$ cat src/rtl/crp16_mem_port_arbiter.sv
// Port-B arbiter for the CRP16 dual-port RAM: datapath load/store has priority, host bursts fill idle cycles.
// Define CRP16_MEM_ARB_FAIRNESS_EN to force one host beat after HOST_STARVE_LIMIT consecutive datapath wins.
module crp16_mem_port_arbiter #(
  parameter int HOST_STARVE_LIMIT = 4
) (
  input  logic        i_clock,
  input  logic        i_reset,
  input  logic        i_cpu_req,
  input  logic        i_cpu_we,
  input  logic [15:0] i_cpu_addr,
  input  logic [15:0] i_cpu_wdata,
  output logic [15:0] o_cpu_rdata,
  output logic        o_cpu_stall,
  input  logic        i_host_start,
  input  logic        i_host_we,
  input  logic [15:0] i_host_addr,
  input  logic [7:0]  i_host_len,
  input  logic [15:0] i_host_wdata,
  output logic        o_host_busy,
  output logic        o_host_beat,
  output logic [15:0] o_host_rdata,
  output logic        o_host_done,
  output logic [15:0] o_address_b,
  output logic [15:0] o_data_b,
  output logic        o_wren_b,
  input  logic [15:0] i_q_b
);

  if (HOST_STARVE_LIMIT < 1 || HOST_STARVE_LIMIT > 15) begin : g_limit_check
    $error("HOST_STARVE_LIMIT must be in 1..15");
  end

  typedef enum logic {S_IDLE, S_BURST} state_t;

  state_t      r_state, w_state_nxt;
  logic [15:0] r_addr_cnt, w_addr_cnt_nxt;
  logic [8:0]  r_beats_left, w_beats_left_nxt;
  logic        r_we, w_we_nxt;
  logic        r_done, w_done_nxt;
  logic        w_busy;
  logic        w_starve_hit;
  logic        w_host_beat;
  logic        w_cpu_grant;

  assign w_busy      = (r_state == S_BURST);
  assign w_host_beat = w_busy && (!i_cpu_req || w_starve_hit);
  assign w_cpu_grant = i_cpu_req && !w_host_beat;

`ifdef CRP16_MEM_ARB_FAIRNESS_EN
  logic [3:0] r_starve_cnt;

  assign w_starve_hit = (r_starve_cnt == 4'(HOST_STARVE_LIMIT));

  always_ff @(posedge i_clock) begin
    if (i_reset) begin
      r_starve_cnt <= 4'd0;
    end else if (!w_busy || w_host_beat) begin
      r_starve_cnt <= 4'd0;
    end else if (w_cpu_grant && !w_starve_hit) begin
      r_starve_cnt <= r_starve_cnt + 4'd1;
    end
  end
`else
  assign w_starve_hit = 1'b0;
`endif

  always_ff @(posedge i_clock) begin
    if (i_reset) begin
      r_state      <= S_IDLE;
      r_addr_cnt   <= 16'd0;
      r_beats_left <= 9'd0;
      r_we         <= 1'b0;
      r_done       <= 1'b0;
    end else begin
      r_state      <= w_state_nxt;
      r_addr_cnt   <= w_addr_cnt_nxt;
      r_beats_left <= w_beats_left_nxt;
      r_we         <= w_we_nxt;
      r_done       <= w_done_nxt;
    end
  end

  always_comb begin
    w_state_nxt      = r_state;
    w_addr_cnt_nxt   = r_addr_cnt;
    w_beats_left_nxt = r_beats_left;
    w_we_nxt         = r_we;
    w_done_nxt       = 1'b0;
    case (r_state)
      S_IDLE: begin
        if (i_host_start) begin
          w_state_nxt      = S_BURST;
          w_addr_cnt_nxt   = i_host_addr;
          w_we_nxt         = i_host_we;
          // A zero length encodes a full 256-beat burst.
          w_beats_left_nxt = (i_host_len == 8'd0) ? 9'd256 : {1'b0, i_host_len};
        end
      end
      S_BURST: begin
        if (w_host_beat) begin
          w_addr_cnt_nxt   = r_addr_cnt + 16'd1;
          w_beats_left_nxt = r_beats_left - 9'd1;
          if (r_beats_left == 9'd1) begin
            w_state_nxt = S_IDLE;
            w_done_nxt  = 1'b1;
          end
        end
      end
      default: w_state_nxt = S_IDLE;
    endcase
  end

  always_comb begin
    o_address_b = 16'd0;
    o_data_b    = 16'd0;
    o_wren_b    = 1'b0;
    if (w_cpu_grant) begin
      o_address_b = i_cpu_addr;
      o_data_b    = i_cpu_wdata;
      o_wren_b    = i_cpu_we;
    end else if (w_host_beat) begin
      o_address_b = r_addr_cnt;
      o_data_b    = i_host_wdata;
      o_wren_b    = r_we;
    end
  end

  assign o_cpu_stall  = i_cpu_req && w_host_beat;
  assign o_cpu_rdata  = i_q_b;
  assign o_host_rdata = i_q_b;
  assign o_host_busy  = w_busy;
  assign o_host_beat  = w_host_beat;
  assign o_host_done  = r_done;

endmodule

$ cat config.mk
export PLATFORM = sky130hd
export DESIGN_NAME = crp16_mem_port_arbiter
export DESIGN_NICKNAME = d
export VERILOG_FILES = /design/src/rtl/crp16_mem_port_arbiter.sv
export SDC_FILE = /design/constraint.sdc
export NUM_CORES = 1
export LEC_CHECK = 0
export CORE_ASPECT_RATIO = 1.2
export CORE_MARGIN = 5
export CORE_UTILIZATION = 38
export DETAILED_ROUTE_END_ITERATION = 6
export GPL_ROUTABILITY_DRIVEN = 0
export HOLD_SLACK_MARGIN = 0.02
export PLACE_DENSITY_LB_ADDON = 0.05
export SETUP_SLACK_MARGIN = 0.5
export SYNTH_ARGS = -nofsm -noshare
export SYNTH_HDL_FRONTEND = slang
export SYNTH_SLANG_ARGS = --single-unit
$ cat constraint.sdc
create_clock -name i_clock -period 3.25 [get_ports i_clock]
set_input_delay 0.65 -clock i_clock [delete_from_list [all_inputs] [get_ports i_clock]]
set_output_delay 0.65 -clock i_clock [all_outputs]
set_load 0.005 [all_outputs]
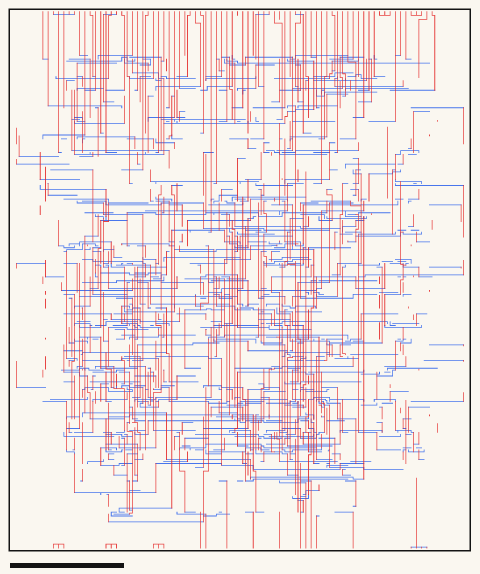
(metal layers overlaid)
The bar under the picture is 20 um long. Two of the layers only.
layer	colour	wire length
M2	red	3950 um
M1	blue	3100 um

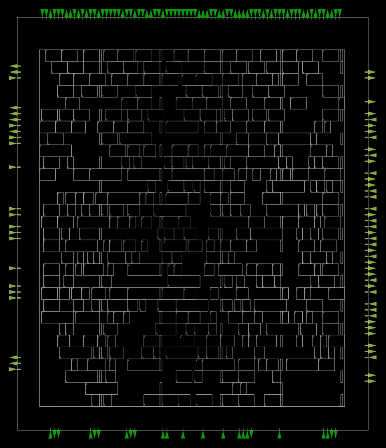
(placement view)
sequential share of cell area: 0.169
n_taps: 80
fin cells: 457
Core Footprint: 0.00571 mm2
# rows: 30

==> reports/qor.yml <==
final-nonclk-buf-share: 0.376
finish.instance_area_mm2: 0.00331
clock_tree.buffer_depth: 2
syn-num-nets: 399
drt-initial-drc-count: 202
worst_slack_ps: 640
seq_area_um2: 561
wirelength_um: 7610
pg_seq_uw: 408
die_y_um: 94.5
pre_cts_ws_ps: 354
cpMaxStageDelayCell: "clkdlybuf4s50_1"
hold_start: "r_we"
path_clk_slew_ps: 100
area_leaders: "dfxtp_1, buf_4, a22o_1"
crit_path_end_kind: "primary output"
n_all_buffers: 126
inverters: 6
edf_count: 0
final_hold_viol_count: 0
synth_xor_xnor_area_share: 0.00388
wl_met2_um: 3950
worst_ep_arrival_time_ps: 1960
lay_top_count: "clkdlybuf4s50_1"
grt_pass1_wl_um: 11800
met1_usage: 0.247
p_sw_uw: 289
syn2layout_area_growth_pct: 46.5
avgSynthCellArea_um2: 7.48
clockBufferCount: 3
top_level_ports: 163
ys_sh_adder: 0.0166
grt_max_degree: 32
synthSimpleGateAreaFrac: 0.253
synthTopCellsByCount: "nand2_1, buf_4, dfxtp_1"
synthAoiAreaFrac: 0.273
crit_start: "i_cpu_req"
drc: 0
grt_pass1_vias: 2299
maxUsedRoutingLayer: "met4"
ant_nets: 0
diodes: 0
min_to: "r_we"
num_vias: 2429
status: "completed"
setup_viol: 0
mux_share: 0.0416
antenna_found_initial: 0
port_buffers: 113
cts_hold_buf: 0
fp_util: 0.396
path_max_fanout: 19
slew_headroom: 0.518
power_leader: "sequential cells"
dr.pass1.iters: 5
ys.flops: 28
path_cells: "dlygate4sd2_1, nand2b_4, inv_2, buf_12, a22o_1, clkdlybuf4s50_1"
hold_path_class: "flop to flop"
grt_util_met3: 0.0239
critical_path.top_delay_family: "buffers and inverters"
period_used_share: 0.803
worst_setup_path_start_kind: "primary input"
comb_area_frac: 0.405
worstReg2RegEnd: "r_addr_cnt[14]"
die_w_um: 80.4
flop_cell: "dfxtp_1"
top_cell_area_share: 0.248
synth_top_cell_by_count: "nand2_1"
synth.comb.largest_family: "AND-OR/OR-AND gates"
r2r_cells: 5
cts.sinks: 28
cts_tree: "yes"
syn-instance-count: 302
comb_area_mm2: 0.00134
what timing repair did:
action,CTS,global route
resized,3,0
setup buffers,1,0
setup endpoints to repair,23,0
registers in the layout, summed over array words and instances (netlist names):
signal	cells
r_addr_cnt	16
r_beats_left	9
o_host_busy	1
o_host_done	1
r_we	1
through the flow:
| stage | std cells | utilization | total power, mW | hold slack (ps) |
|---|---|---|---|---|
| after floorplan | 302 | - | 0.601 | 437 |
| after global placement | 453 | 0.570 | 0.773 | 447 |
| after detailed placement | 453 | 0.570 | 0.776 | 457 |
| after CTS | 457 | 0.580 | 0.970 | 471 |
| after global routing | 457 | 0.580 | 1.02 | 510 |
| final | 457 | 0.580 | 0.962 | 468 |
No activity file was given, so power comes from the tool's default toggle rates.
